Run 1, gate families picked out:
Bar = 20 µm.
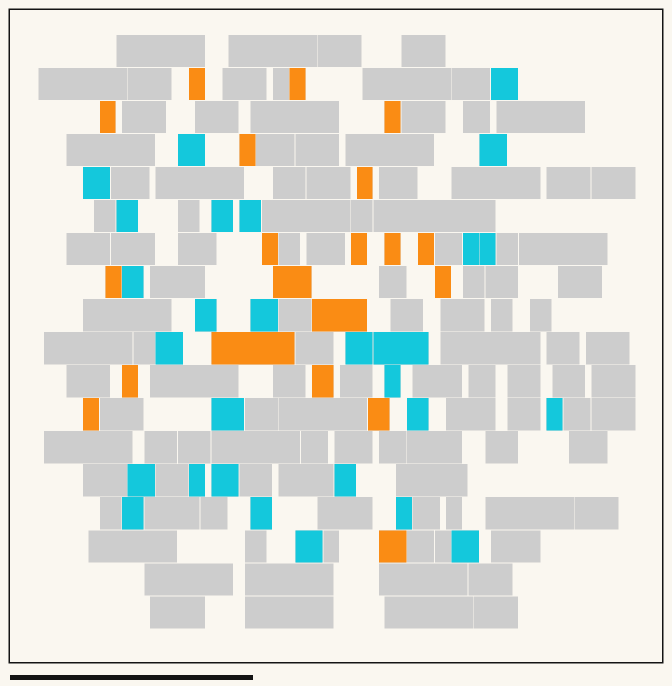
Run 1, routed clock nets over the placement:
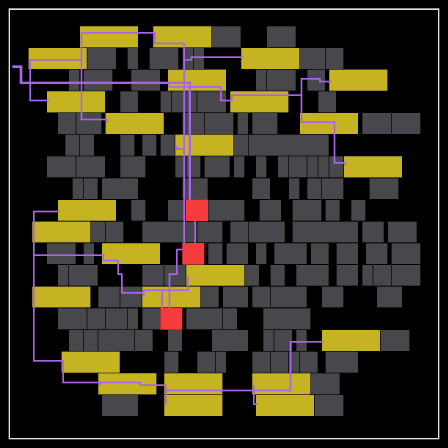
Run 1, metal layers overlaid:
Bar = 20 µm.
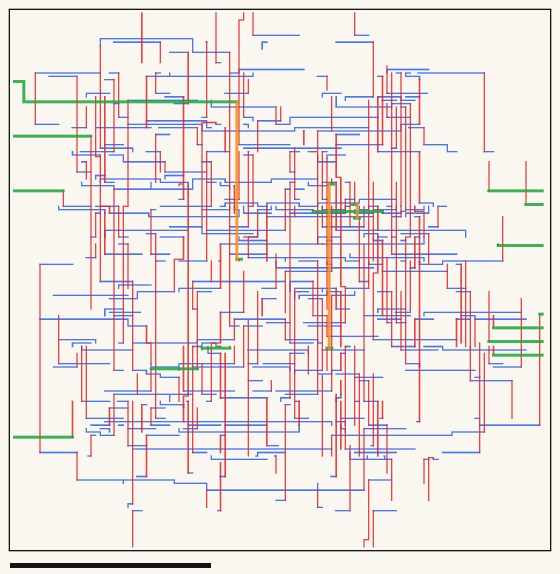
$ cat config.mk
export PLATFORM = sky130hd
export DESIGN_NAME = seq_detect_sched
export DESIGN_NICKNAME = d
export VERILOG_FILES = /design/src/rtl/seq_detect_sched.sv
export SDC_FILE = /design/constraint.sdc
export NUM_CORES = 1
export LEC_CHECK = 0
export CAP_MARGIN = 20
export CORE_MARGIN = 2
export CORE_UTILIZATION = 52
export DETAILED_ROUTE_END_ITERATION = 8
export PLACE_DENSITY = 0.77
export SLEW_MARGIN = 10
export SYNTH_ARGS = -nofsm -noshare
export SYNTH_HDL_FRONTEND = slang
export SYNTH_SLANG_ARGS = --single-unit
$ cat constraint.sdc
create_clock -name clk -period 2.6 [get_ports clk]
set_clock_uncertainty 0.1 [all_clocks]
set_input_delay 0.52 -clock clk [delete_from_list [all_inputs] [get_ports clk]]
set_output_delay 0.52 -clock clk [all_outputs]
set_load 0.005 [all_outputs]
$ cat src/rtl/seq_detect_sched.sv
// -----------------------------------------------------------------------------
// seq_detect_sched
//
// Two bit-stream requesters share one serial consecutive-ones detector.
// A round-robin arbiter grants one requester per frame of FRAME_LEN accepted
// bits. The granted stream is muxed into an overlapping Mealy detector that
// strobes det for every bit that completes a run of RUN_LEN ones. At the end
// of a complete frame the hit total is reported with a one-cycle done pulse.
//
// Ports:
//   clk      in   rising-edge clock
//   reset    in   synchronous active-high reset
//   req      in   [1:0] frame request per requester (held for the whole frame)
//   bit_in   in   [1:0] serial data bit per requester
//   bit_vld  in   [1:0] bit_in qualifier per requester
//   gnt      out  [1:0] one-hot registered grant
//   busy     out  high while a frame is running or being reported
//   det      out  combinational hit strobe for the currently accepted bit
//   done     out  one-cycle pulse after the last bit of a complete frame
//   done_id  out  requester index of the last completed frame (held)
//   hit_cnt  out  [CNT_W-1:0] hits in the last completed frame (held)
// -----------------------------------------------------------------------------
module seq_detect_sched #(
  parameter int RUN_LEN   = 3,
  parameter int FRAME_LEN = 16,
  parameter int CNT_W     = 5
) (
  input  logic             clk,
  input  logic             reset,
  input  logic [1:0]       req,
  input  logic [1:0]       bit_in,
  input  logic [1:0]       bit_vld,
  output logic [1:0]       gnt,
  output logic             busy,
  output logic             det,
  output logic             done,
  output logic             done_id,
  output logic [CNT_W-1:0] hit_cnt
);

  // The run counter saturates at RUN_LEN-1, so it only needs to hold that.
  localparam int RW = (RUN_LEN > 2) ? $clog2(RUN_LEN) : 1;
  localparam logic [RW-1:0]    RUN_MAX  = RW'(RUN_LEN - 1);
  localparam logic [CNT_W-1:0] LAST_BIT = CNT_W'(FRAME_LEN - 1);

  typedef enum logic [1:0] {
    S_IDLE   = 2'd0,
    S_RUN    = 2'd1,
    S_REPORT = 2'd2
  } state_t;

  state_t           state_q, state_d;
  logic [1:0]       gnt_q, gnt_d;
  logic             gidx_q, gidx_d;      // index of the granted requester
  logic             ptr_q, ptr_d;        // round-robin priority pointer
  logic [RW-1:0]    run_q, run_d;        // consecutive ones seen so far
  logic [CNT_W-1:0] bit_cnt_q, bit_cnt_d;
  logic [CNT_W-1:0] cnt_q, cnt_d;        // hits in the frame in progress
  logic             done_q, done_d;
  logic             done_id_q, done_id_d;
  logic [CNT_W-1:0] hit_cnt_q, hit_cnt_d;

  // Granted-lane mux; the other lane is never looked at while running.
  logic g_req, g_vld, g_bit, accept, det_w, winner;

  always_ff @(posedge clk) begin
    if (reset) begin
      state_q   <= S_IDLE;
      gnt_q     <= 2'b00;
      gidx_q    <= 1'b0;
      ptr_q     <= 1'b0;
      run_q     <= '0;
      bit_cnt_q <= '0;
      cnt_q     <= '0;
      done_q    <= 1'b0;
      done_id_q <= 1'b0;
      hit_cnt_q <= '0;
    end else begin
      state_q   <= state_d;
      gnt_q     <= gnt_d;
      gidx_q    <= gidx_d;
      ptr_q     <= ptr_d;
      run_q     <= run_d;
      bit_cnt_q <= bit_cnt_d;
      cnt_q     <= cnt_d;
      done_q    <= done_d;
      done_id_q <= done_id_d;
      hit_cnt_q <= hit_cnt_d;
    end
  end

  always_comb begin
    g_req  = req[gidx_q];
    g_vld  = bit_vld[gidx_q];
    g_bit  = bit_in[gidx_q];
    // A bit on a cycle where the owner has dropped req belongs to an aborted
    // frame and must not be accepted.
    accept = (state_q == S_RUN) && g_req && g_vld;
    // Overlapping detection: once saturated, every further 1 is another hit.
    det_w  = accept && g_bit && (run_q == RUN_MAX);
    winner = req[ptr_q] ? ptr_q : ~ptr_q;

    state_d   = state_q;
    gnt_d     = gnt_q;
    gidx_d    = gidx_q;
    ptr_d     = ptr_q;
    run_d     = run_q;
    bit_cnt_d = bit_cnt_q;
    cnt_d     = cnt_q;
    done_d    = 1'b0;
    done_id_d = done_id_q;
    hit_cnt_d = hit_cnt_q;

    case (state_q)
      S_IDLE: begin
        if (|req) begin
          state_d   = S_RUN;
          gidx_d    = winner;
          gnt_d     = winner ? 2'b10 : 2'b01;
          run_d     = '0;
          bit_cnt_d = '0;
          cnt_d     = '0;
        end
      end

      S_RUN: begin
        if (!g_req) begin
          // Abort: drop the frame silently and give the other side priority.
          state_d = S_IDLE;
          gnt_d   = 2'b00;
          ptr_d   = ~gidx_q;
        end else if (g_vld) begin
          if (g_bit) begin
            run_d = (run_q == RUN_MAX) ? run_q : run_q + RW'(1);
          end else begin
            run_d = '0;
          end
          cnt_d     = cnt_q + CNT_W'(det_w);
          bit_cnt_d = bit_cnt_q + CNT_W'(1);
          if (bit_cnt_q == LAST_BIT) begin
            // The last bit still contributes its own hit to the report.
            state_d   = S_REPORT;
            gnt_d     = 2'b00;
            done_d    = 1'b1;
            done_id_d = gidx_q;
            hit_cnt_d = cnt_q + CNT_W'(det_w);
          end
        end
      end

      S_REPORT: begin
        state_d = S_IDLE;
        ptr_d   = ~gidx_q;
      end

      default: begin
        state_d = S_IDLE;
        gnt_d   = 2'b00;
      end
    endcase
  end

  assign gnt     = gnt_q;
  assign busy    = (state_q != S_IDLE);
  assign det     = det_w;
  assign done    = done_q;
  assign done_id = done_id_q;
  assign hit_cnt = hit_cnt_q;

endmodule

==> results.toml, run 1 <==
# generated from flow reports
[run_status]
outcome = "finished, final reports clean"

[layout]
ff_latch_area_um2 = 500.5
num-nets-final = 173
finish.utilization = 0.6433
nClkBuffers = 4
inverters = 3
mostFrequentLayoutCells = "25 x dfxtp_1, 17 x clkdlybuf4s50_1, 14 x nor2_1"
nFillCells = 203
layout-drive-gt1-share = 0.1447
final_area_um2 = 1550
logic_gates = 101
ff_count = 25
instances_no_fill = 189
sh_seq_area = 0.3228
largestClassByArea = "combinational gates"
area_delta_synth_final_pct = 20.76
num_antenna_cells = 0

[timing]
fin_ws_ns = 0.2369
worst-slew-pin-transition_ns = 0.5282
whs_ns = 0.3712
drv_slew = 0
finalSetupTns_ns = 0
fmax_ghz = 0.4232
hold_violations = 0

[critical_path]
cp_num_buf_inv = 2
crit_path_frequent_cell = "ha_1"
reg2reg_depth = 9
startpoint = "bit_vld[0]"
worstPathArrival_ns = 2.47
crit_family = "buffers and inverters"
path_cells = "clkdlybuf4s50_1 > and3b_1 > a31oi_1 > nor2_2 > buf_4 > ha_1 > ha_1 > nor4b_1 > a22oi_1 > a21oi_1"
cp-endpoint = "cnt_q[2]"
crit_path_start_kind = "primary input"
reg2reg_slack_ns = 0.43

[synth]
yosysTopAreaCell = "dfxtp_1"
synthTopCellsByCount = "25 x dfxtp_1, 15 x nor2_1, 10 x nand2b_1"
yosysWarnings = 0
fp_nets = 148
ys_cells = 135
postSynth.asyncResetShare = 0
flop_cell = "dfxtp_1"
ys_area_um2 = 1284
avgSynthCellArea_um2 = 9.509
syn_inst = 135
most_common_cell = "dfxtp_1"
ys_ff = 25
edf_count = 0
yosysTopAreaCellShare = 0.3899

[run]
warnings = 26

[clock_tree]
postCtsSetupRepairBufs = 0
ctsHtreeMaxLevel = 1
cts_buffers = 3
cts_sinks = 25
clockBufferDepth = 2
cts_tree = "yes"

[global_routing]
antenna_found_initial = 0
grt_max_degree = 28
gr-total-overflow = 0
grt_pass1_wl_mm = 4.050

[floorplan]
fp-row-count = 18
core_um2 = 2410
die_h_um = 53.69
dieArea_um2 = 2882
pin_count = 19

[place]
dpl-instance-area_um2 = 1511
dp_hpwl_mm = 1.850

[power_and_ir_drop]
pg_comb_mw = 0.117
fin_total_pwr_mw = 0.6853
pwr-share-comb = 0.171
top_power_group = "registers"
p_int_mw = 0.5077
peakVddDrop_mv = 0.3607

[min_path]
hp-start = "run_q[0]"
min_path_cells = 1
hp-class = "reg2reg"
-- 'gate families picked out' (at the start) --
legend:
  cyan:
    family: NAND gates
    cells: 28
  orange:
    family: NOR gates
    cells: 20
Comb/total area: 0.4722
Commonest Layout Cell: dfxtp_1

-- 'routed clock nets over the placement' (at the start) --
legend:
  purple:
    item: clock wires
    length: 281 µm
  red:
    item: cells driving clock nets
    count: 3
  yellow:
    item: flip-flops
    count: 25
routed clock nets: 4
flops lie: spread over the die
clk_lat worst skew: 0.31 ns
Clock group: 0.169 mW
clock power share: 0.246

-- 'metal layers overlaid' (at the start) --
legend:
  red:
    layer: met2
    wire_length: 1240 µm
  green:
    layer: met3
    wire_length: 84.2 µm
  blue:
    layer: met1
    wire_length: 1130 µm
  orange:
    layer: met4
    wire_length: 33.3 µm
via count: 1057
Total Wirelength: 2.495 mm
wire per inst: 13.20 µm
gr usage total: 0.1918

[run 1: cell families after synthesis]
family | after synthesis | share of synthesized area
AND/OR/NAND/NOR | 56 | 0.2476
flip-flops | 25 | 0.3899
AND-OR/OR-AND | 24 | 0.1394
multiplexers | 11 | 0.09844
buffers and inverters | 9 | 0.04190
XOR/XNOR | 5 | 0.03412
adder cells (fa/ha/maj) | 5 | 0.04873
[run 1: layer usage]
metal  global-route usage  wire [µm]  part of all wire  up-vias
met3              0.03611         84             0.034        6
met1               0.2341       1133              0.45      497
li1                     -          -                 -      533
met5                    0          0                 0        -
met4              0.06838         33             0.013        0
met2               0.3333       1244              0.50       21
==> run 2, diff against run 1 <==
--- a/config.mk
+++ b/config.mk
@@ -9,7 +9,9 @@
 export CORE_MARGIN = 2
 export CORE_UTILIZATION = 52
 export DETAILED_ROUTE_END_ITERATION = 8
+export GPL_ROUTABILITY_DRIVEN = 0
 export PLACE_DENSITY = 0.77
+export SKIP_CTS_REPAIR_TIMING = 1
 export SLEW_MARGIN = 10
 export SYNTH_ARGS = -nofsm -noshare
 export SYNTH_HDL_FRONTEND = slang
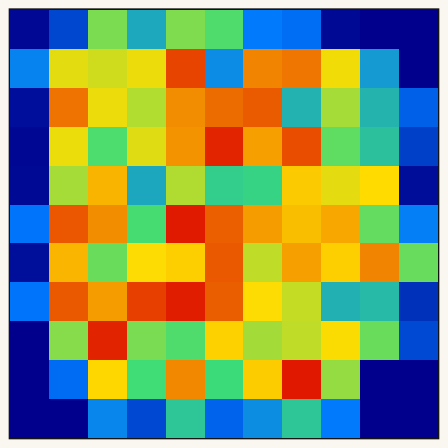
Run 2: placement density heat map
11 x 11 tiles, from dark blue (low) to red (high), 0 to 100% covered.
tiles over 75% full: 31%
densest ninth of the die: centre
nearly empty tiles: 12%
fullest tile: 97%
mean over tiles: 53%

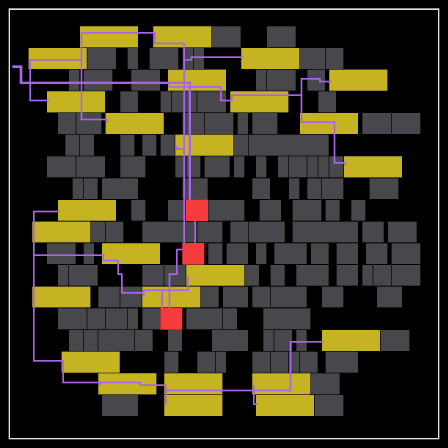
Run 2: routed clock nets over the placement
legend:
  red:
    item: cells driving clock nets
    count: 3
  yellow:
    item: flip-flops
    count: 25
  purple:
    item: clock wires
    length: 281 µm
routed clock nets: 4

==> run 2 against run 1 <==
Sequential power about the same; non-clock buffer count unchanged; global-route usage unchanged; first-iteration DRC count unchanged; utilization unchanged; fmax unchanged.
==> results.toml, run 2 <==
# generated from flow reports
[clock_tree]
clockBufferDepth = 2
cts_sinks = 25
cts_buffers = 3
clk_latency_ns = 0.31

[synth]
ys_area_um2 = 1284
syn_inst = 135
most_common_cell = "dfxtp_1"
yosysTopAreaCellShare = 0.3899
ys_cells = 135
synthTopCellsByCount = "25 x dfxtp_1, 15 x nor2_1, 10 x nand2b_1"
synth-adder-area-share = 0.04873
flop_cell = "dfxtp_1"
ys_ff = 25
edf_count = 0
yosys.area_share.aoi = 0.1394
postSynth.asyncResetShare = 0
fp_nets = 148
yosysWarnings = 0
ys_sh_xor = 0.03411
simple_gate_share = 0.2476
mux_area_frac = 0.09844
synthTopLogicFamily = "simple AND/OR/NAND/NOR gates"

[critical_path]
crit_path_frequent_cell = "ha_1"
crit_family = "buffers and inverters"
crit_path_start_kind = "primary input"
startpoint = "bit_vld[0]"
reg2reg_slack_ns = 0.43
cp-endpoint = "cnt_q[2]"
worstPathArrival_ns = 2.47
path_cells = "clkdlybuf4s50_1 > and3b_1 > a31oi_1 > nor2_2 > buf_4 > ha_1 > ha_1 > nor4b_1 > a22oi_1 > a21oi_1"

[timing]
worst-slew-pin-transition_ns = 0.5282
drv_slew = 0
hold_violations = 0
fin_ws_ns = 0.2369
whs_ns = 0.3712
finalSetupTns_ns = 0
fmax_ghz = 0.4232

[floorplan]
fp-row-count = 18
die_h_um = 53.69
pin_count = 19
core_um2 = 2410
dieArea_um2 = 2882

[power_and_ir_drop]
pg_comb_mw = 0.117
pwr-share-comb = 0.171
peakVddDrop_mv = 0.3607
top_power_group = "registers"
clkPwrFrac = 0.246
fin_total_pwr_mw = 0.6853
pg_clk_mw = 0.169

[detailed_routing]
route.vias.total = 1057
wl_mm = 2.495
wire_per_inst_um = 13.20

[layout]
layout-drive-gt1-share = 0.1447
instances_no_fill = 189
num_antenna_cells = 0
mostFrequentLayoutCells = "25 x dfxtp_1, 17 x clkdlybuf4s50_1, 14 x nor2_1"
num-nets-final = 173
final_area_um2 = 1550

[global_routing]
antenna_found_initial = 0
grt_pass1_wl_mm = 4.050
gr-total-overflow = 0

[min_path]
hp-class = "reg2reg"
min_path_cells = 1

[place]
dp_hpwl_mm = 1.850
dpl-instance-area_um2 = 1511

[run]
warnings = 26

[run_status]
outcome = "finished, final reports clean"
==> run 2: cell counts after synthesis <==
Identical to the previous run, type by type.
==> run 2: kinds of logic after synthesis <==
group,after synthesis
multiplexers,11
XOR/XNOR,5
AND/OR/NAND/NOR,56
adder cells (fa/ha/maj),5
AND-OR/OR-AND,24
flip-flops,25
buffers and inverters,9
==> run 2: layer usage <==
layer,part of all wire,global-route usage
met4,0.013,0.06838
met3,0.034,0.03611
met1,0.45,0.2341
met5,0,0
met2,0.50,0.3333
==> run 2: final cells by class <==
class / instances / area [µm²]
fill: 203 / 859.6
multi-input combinational: 101 / 732.0
sequential: 25 / 500.5
timing repair buffer: 26 / 242.7
tap: 30 / 37.54
clock buffer: 4 / 26.28
inverter: 3 / 11.26
Run 2, gate families picked out:
Bar = 20 µm.
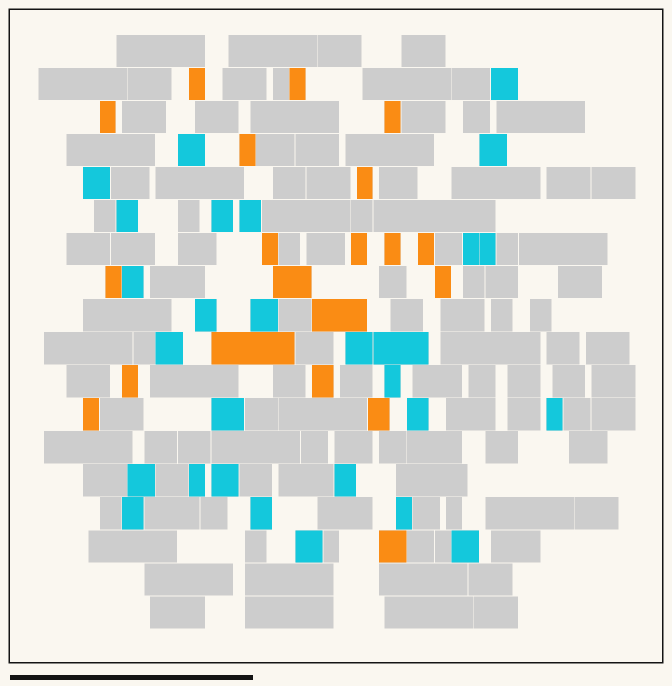

==> run 3, diff against run 2 <==
--- a/config.mk
+++ b/config.mk
@@ -7,10 +7,9 @@
 export LEC_CHECK = 0
 export CAP_MARGIN = 20
 export CORE_MARGIN = 2
-export CORE_UTILIZATION = 52
+export CORE_UTILIZATION = 35
 export DETAILED_ROUTE_END_ITERATION = 8
 export GPL_ROUTABILITY_DRIVEN = 0
-export PLACE_DENSITY = 0.77
 export SKIP_CTS_REPAIR_TIMING = 1
 export SLEW_MARGIN = 10
 export SYNTH_ARGS = -nofsm -noshare
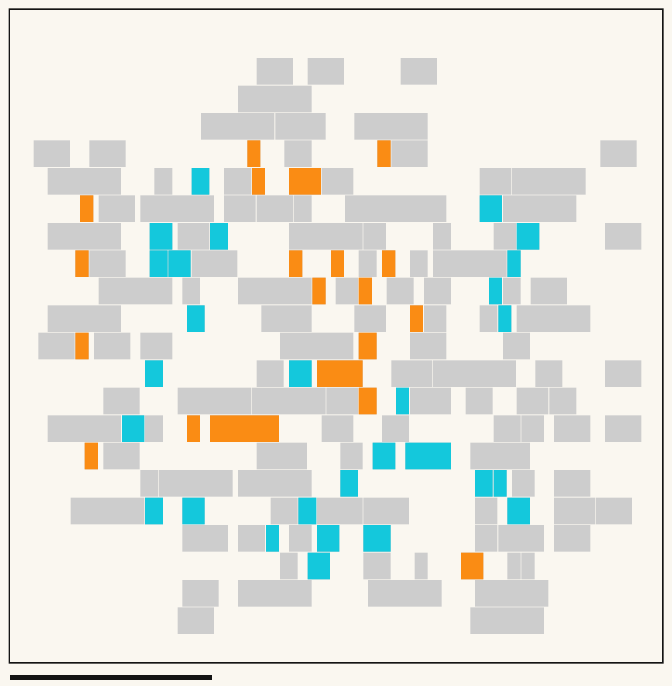
Run 3: gate families picked out
Bar = 20 µm.
legend:
  cyan:
    family: NAND gates
    cells: 28
  orange:
    family: NOR gates
    cells: 20
Comb/total area: 0.4595
Non-Filler Instances: 207

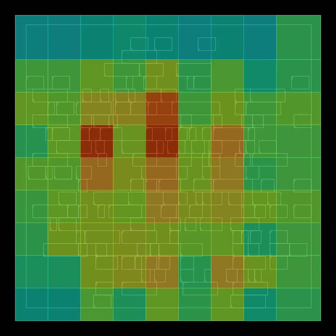
Run 3: routing congestion map
gr usage total: 0.1461
grt peak-use layer: met2
met3 usage: 0.03299

==> run 3 against run 2 <==
Non-clock buffer count did not move; power rose by 10%; largest cell class unchanged; setup slack got worse by 0.18 ns; global-route usage fell by 4.6 points; worst hold slack improved by 0.0046 ns; die area rose by 45%; flip-flop count did not move; combinational power barely moved; count of clock-buffer cells in the layout fell by 1; fmax fell by 6.9%.
==> results.toml, run 3 <==
# generated from flow reports
[run_status]
outcome = "finished, final reports clean"

[timing]
finalSetupTns_ns = 0
fin_ws_ns = 0.06072
drv_slew = 0
worst-slew-pin-transition_ns = 0.5165
whs_ns = 0.3758
fmax_ghz = 0.3938

[layout]
largestClassByArea = "combinational gates"
nClkBuffers = 3
final_common_cell = "dfxtp_1"
mostFrequentLayoutCells = "25 x dfxtp_1, 18 x clkdlybuf4s50_1, 14 x nor2_1"
layout-drive-gt1-share = 0.1509
n_all_buffers = 26
logic_area_um2 = 732.0
sh_seq_area = 0.3142
area_delta_synth_final_pct = 24.07
final_area_um2 = 1593
nFillCells = 374
ff_latch_area_um2 = 500.5
num_antenna_cells = 0
num-nets-final = 173

[global_routing]
grt_util_met1 = 0.1888
grt_util_met2 = 0.2318
antenna_found_initial = 0
grt_max_degree = 28
gr-total-overflow = 0

[critical_path]
cp-endpoint = "det"
worstPathArrival_ns = 1.92
path_cells = "clkdlybuf4s50_1 > and3b_1 > a31oi_1 > nor2_2 > clkdlybuf4s50_1"
cp_num_buf_inv = 2
startpoint = "bit_vld[0]"
reg2reg_depth = 9
crit_family = "buffers and inverters"
crit_path_start_kind = "primary input"
crit_path_frequent_cell = "clkdlybuf4s50_1"

[clock_tree]
ctsHtreeMaxLevel = 1
cts_sinks = 25
clk_latency_ns = 0.27
clockBufferDepth = 2
cts_tree = "yes"

[synth]
most_common_cell = "dfxtp_1"
avgSynthCellArea_um2 = 9.509
fp_nets = 148
synthTopCellsByCount = "25 x dfxtp_1, 15 x nor2_1, 10 x nand2b_1"
edf_count = 0
yosysWarnings = 0
postSynth.asyncResetShare = 0
ys_ff = 25
yosysTopAreaCell = "dfxtp_1"

[floorplan]
pin_count = 19
die_h_um = 64.56
fp-row-count = 22
dieArea_um2 = 4168

[detailed_routing]
wire_per_inst_um = 13.16
wl_met3_um = 106
route.vias.total = 1056
wl_mm = 2.724
wl_met1_mm = 1.336
dr.max_layer_used = "met4"
wl_met2_mm = 1.234

[run]
warnings = 26

[min_path]
hp-class = "reg2reg"
hp-start = "run_q[0]"
min_path_cells = 1

[place]
dp_hpwl_mm = 2.018
dpl-instance-area_um2 = 1541

[power_and_ir_drop]
fin_total_pwr_mw = 0.7566
[run 3: cell counts after synthesis]
Identical to the previous run, type by type.
[run 3: kinds of logic (layout without fill, tap and decap cells)]
| group | Yosys count | after routing | share of synthesized area |
|---|---|---|---|
| mux | 11 | 11 | 0.09844 |
| simple gates | 56 | 56 | 0.2476 |
| compound gates | 24 | 24 | 0.1394 |
| xor+xnor | 5 | 5 | 0.03412 |
| buf+inv | 9 | 33 | 0.04190 |
| fa+ha+maj | 5 | 5 | 0.04873 |
| flops | 25 | 25 | 0.3899 |
[run 3: where the power goes]
| part | internal [mW] | switching, mW | total (mW) |
|---|---|---|---|
| Sequential | 0.391 | 0.00772 | 0.399 |
| Clock | 0.109 | 0.130 | 0.239 |
| Combinational | 0.0562 | 0.0626 | 0.119 |
| Total | 0.556 | 0.200 | 0.757 |
Power is estimated from default activity; no workload was simulated.
